<file path="src/rtl/bus_responder.sv">
// Byte-wide RAM slave with a fixed wait-state count. Accesses outside the
// address window complete normally but return MISS_DATA and flag miss.
module bus_responder #(
   parameter logic [15:0] BASE_ADDR   = 16'h0200,
   parameter int          DEPTH_LOG2  = 5,
   parameter int          WAIT_STATES = 1,
   parameter logic [7:0]  MISS_DATA   = 8'hEA
) (
   input  logic        clk,
   input  logic        rst_n,
   input  logic        req,
   input  logic [15:0] address,
   input  logic        rw,
   input  logic [7:0]  wdata,
   output logic [7:0]  rdata,
   output logic        rdy,
   output logic        ack,
   output logic        miss,
   output logic        busy
);

   localparam int         DEPTH     = 1 << DEPTH_LOG2;
   localparam bit         HAS_WAIT  = (WAIT_STATES > 0);
   localparam logic [3:0] WAIT_LOAD = HAS_WAIT ? 4'(WAIT_STATES - 1) : 4'd0;

   typedef enum logic [1:0] {
      ST_IDLE = 2'd0,
      ST_WAIT = 2'd1,
      ST_RESP = 2'd2
   } state_t;

   function automatic logic addr_hit(input logic [15:0] a);
      return a[15:DEPTH_LOG2] == BASE_ADDR[15:DEPTH_LOG2];
   endfunction

   state_t                  state_r, next_state_s;
   logic [3:0]              wait_cnt_r, wait_next_s;
   logic                    accept_s;
   logic [15:0]             addr_r, lat_addr_s;
   logic                    rw_r, lat_rw_s;
   logic [7:0]              wdata_r, rd_val_s;
   logic [DEPTH_LOG2-1:0]   lat_idx_s, cur_idx_s;
   logic                    lat_hit_s;
   logic [7:0]              ram_r [DEPTH];
   logic [7:0]              rdata_r;
   logic                    rdy_r, ack_r, miss_r, busy_r;

   // Next-state and wait-counter logic; req is only sampled in IDLE and RESP.
   always_comb begin
      next_state_s = state_r;
      wait_next_s  = wait_cnt_r;
      accept_s     = 1'b0;
      case (state_r)
         ST_IDLE, ST_RESP: begin
            if (req) begin
               accept_s = 1'b1;
               if (HAS_WAIT) begin
                  next_state_s = ST_WAIT;
                  wait_next_s  = WAIT_LOAD;
               end else begin
                  next_state_s = ST_RESP;
                  wait_next_s  = 4'd0;
               end
            end else begin
               next_state_s = ST_IDLE;
               wait_next_s  = 4'd0;
            end
         end
         ST_WAIT: begin
            if (wait_cnt_r == 4'd0) begin
               next_state_s = ST_RESP;
            end else begin
               wait_next_s = wait_cnt_r - 4'd1;
            end
         end
         default: begin
            next_state_s = ST_IDLE;
            wait_next_s  = 4'd0;
         end
      endcase
   end

   // Request that will be served on entry to RESP, plus its read data.
   // With zero wait states a read can follow a write to the same byte on the
   // very edge that commits the write, so the pending write data is forwarded.
   always_comb begin
      if (accept_s) begin
         lat_addr_s = address;
         lat_rw_s   = rw;
      end else begin
         lat_addr_s = addr_r;
         lat_rw_s   = rw_r;
      end
      lat_idx_s = lat_addr_s[DEPTH_LOG2-1:0];
      cur_idx_s = addr_r[DEPTH_LOG2-1:0];
      lat_hit_s = addr_hit(lat_addr_s);
      if ((state_r == ST_RESP) && !rw_r && addr_hit(addr_r) && (cur_idx_s == lat_idx_s)) begin
         rd_val_s = wdata_r;
      end else begin
         rd_val_s = ram_r[lat_idx_s];
      end
   end

   // State, wait counter and latched request.
   always_ff @(posedge clk or negedge rst_n) begin
      if (!rst_n) begin
         state_r    <= ST_IDLE;
         wait_cnt_r <= 4'd0;
         addr_r     <= 16'h0000;
         rw_r       <= 1'b0;
         wdata_r    <= 8'h00;
      end else begin
         state_r    <= next_state_s;
         wait_cnt_r <= wait_next_s;
         if (accept_s) begin
            addr_r  <= address;
            rw_r    <= rw;
            wdata_r <= wdata;
         end
      end
   end

   // RAM array; a write hit commits on the edge leaving RESP.
   always_ff @(posedge clk or negedge rst_n) begin
      if (!rst_n) begin
         for (int i = 0; i < DEPTH; i++) begin
            ram_r[i] <= 8'h00;
         end
      end else if ((state_r == ST_RESP) && !rw_r && addr_hit(addr_r)) begin
         ram_r[cur_idx_s] <= wdata_r;
      end
   end

   // Registered outputs, decoded from the state being entered.
   always_ff @(posedge clk or negedge rst_n) begin
      if (!rst_n) begin
         rdata_r <= 8'h00;
         rdy_r   <= 1'b1;
         ack_r   <= 1'b0;
         miss_r  <= 1'b0;
         busy_r  <= 1'b0;
      end else begin
         rdy_r  <= (next_state_s != ST_WAIT);
         busy_r <= (next_state_s != ST_IDLE);
         ack_r  <= (next_state_s == ST_RESP);
         miss_r <= (next_state_s == ST_RESP) && !lat_hit_s;
         if ((next_state_s == ST_RESP) && lat_rw_s) begin
            rdata_r <= lat_hit_s ? rd_val_s : MISS_DATA;
         end
      end
   end

   assign rdata = rdata_r;
   assign rdy   = rdy_r;
   assign ack   = ack_r;
   assign miss  = miss_r;
   assign busy  = busy_r;

endmodule

</file>
<file path="config.mk">
export PLATFORM = sky130hd
export DESIGN_NAME = bus_responder
export DESIGN_NICKNAME = d
export VERILOG_FILES = /design/src/rtl/bus_responder.sv
export SDC_FILE = /design/constraint.sdc
export NUM_CORES = 1
export LEC_CHECK = 0
export CAP_MARGIN = 20
export CORE_AREA = 2 2 223 225
export DETAILED_ROUTE_END_ITERATION = 10
export DIE_AREA = 0 0 225 227
export DONT_BUFFER_PORTS = 1
export PLACE_DENSITY = 0.5
export SYNTH_ARGS = -nofsm -noshare
export SYNTH_HDL_FRONTEND = slang
export SYNTH_SLANG_ARGS = --single-unit
</file>
<file path="constraint.sdc">
create_clock -name clk -period 2.6 [get_ports clk]
set_input_delay 0.39 -clock clk [delete_from_list [all_inputs] [get_ports clk]]
set_output_delay 0.39 -clock clk [all_outputs]
set_load 0.005 [all_outputs]
</file>
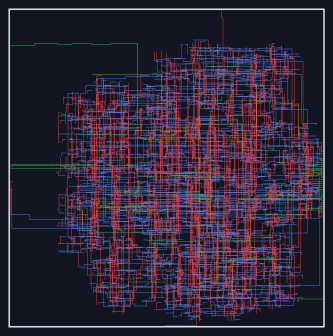
(signal wires by layer)
layer	color	wire length
met4	orange	512 microns
met1	blue	19200 microns
met2	red	19400 microns
met3	green	1800 microns

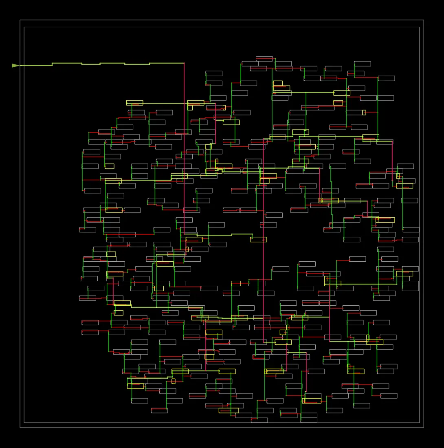
(the clock network)
clk latency late pin: 0.53 ns
Num CTS Buffers: 36
Fin Clk Skew: 0.0236 ns
number of sinks on the clock net: 299
Clock Power: 4950 uW

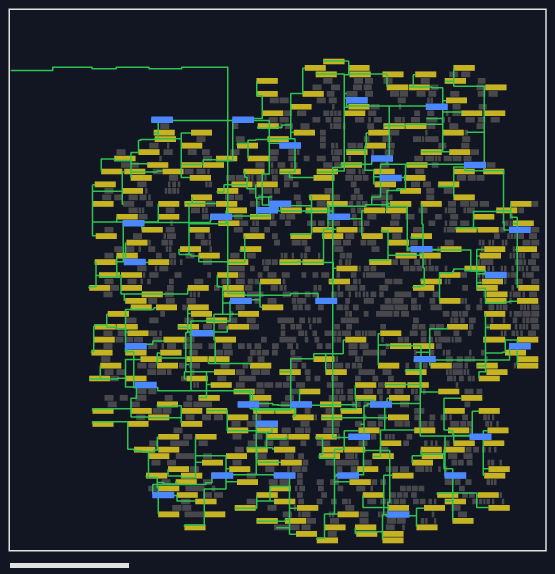
(clock wires, drivers and flops)
Scale bar: 50 microns.
[clock wires] green | length: 4380 microns
[cells driving clock nets] blue | count: 36
[flip-flops] yellow | count: 299
flops lie	widely spread

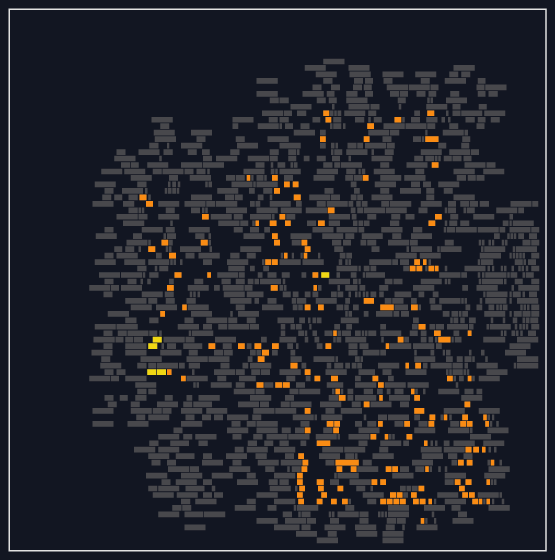
(gate-type map)
family	color	cells	most used
AND-OR and OR-AND gates	yellow	5	o221a_2
inverting AOI/OAI gates	orange	165	a211oi_1

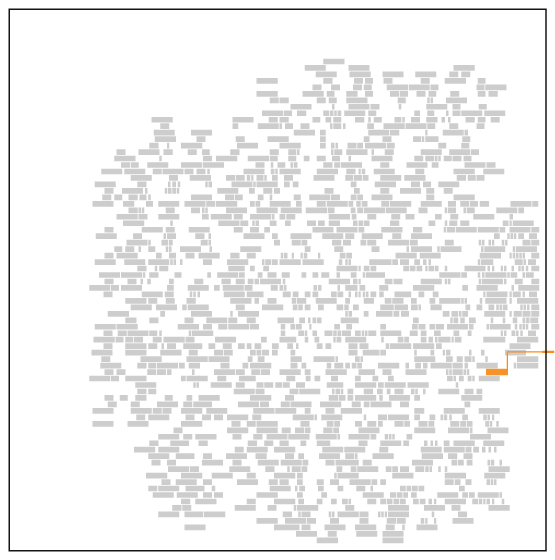
(I/O nets highlighted)
port	color	bits	direction	end cells	buffers	wire
miss	orange	1	output	1	0	23.2 microns

==> run notes <==
• finished, violations left — outcome
• hold timing — failing checks
• 299 — final-report hold violation count
• yes — clock tree from TritonCTS
• 0 — number of enable-type register cells in the synthesized netlist
• 44.6% — Clk network pwr share
• 4780 uW — sequential power
• met4 — Max Used Layer
• sky130_fd_sc_hd__dfrtp_1, sky130_fd_sc_hd__mux2_2, sky130_fd_sc_hd__mux2i_1 — main area contributors after synthesis
• -0.436 ns — worst hold slack after final layout
• 29.8% — fp_density
• 51.8% — register share after synthesis
• 0 — number of DRC violations after detailed routing
• reg -> reg — type of the worst setup path
• 12.3% — power share of the combinational group
• 41.0 mm — Total Routed Length
• 8 — WP depth
• sky130_fd_sc_hd__a211oi_1 — master of the slowest instance on the critical path
• 5 — First-pass DRT Iterations
• flop — Critical Path End Type
• 0.06 ns — internal reg-to-reg setup slack
• 17200 sq um — post-route cell area
• 622 — # Taps
Power is estimated from default activity; no workload was simulated.
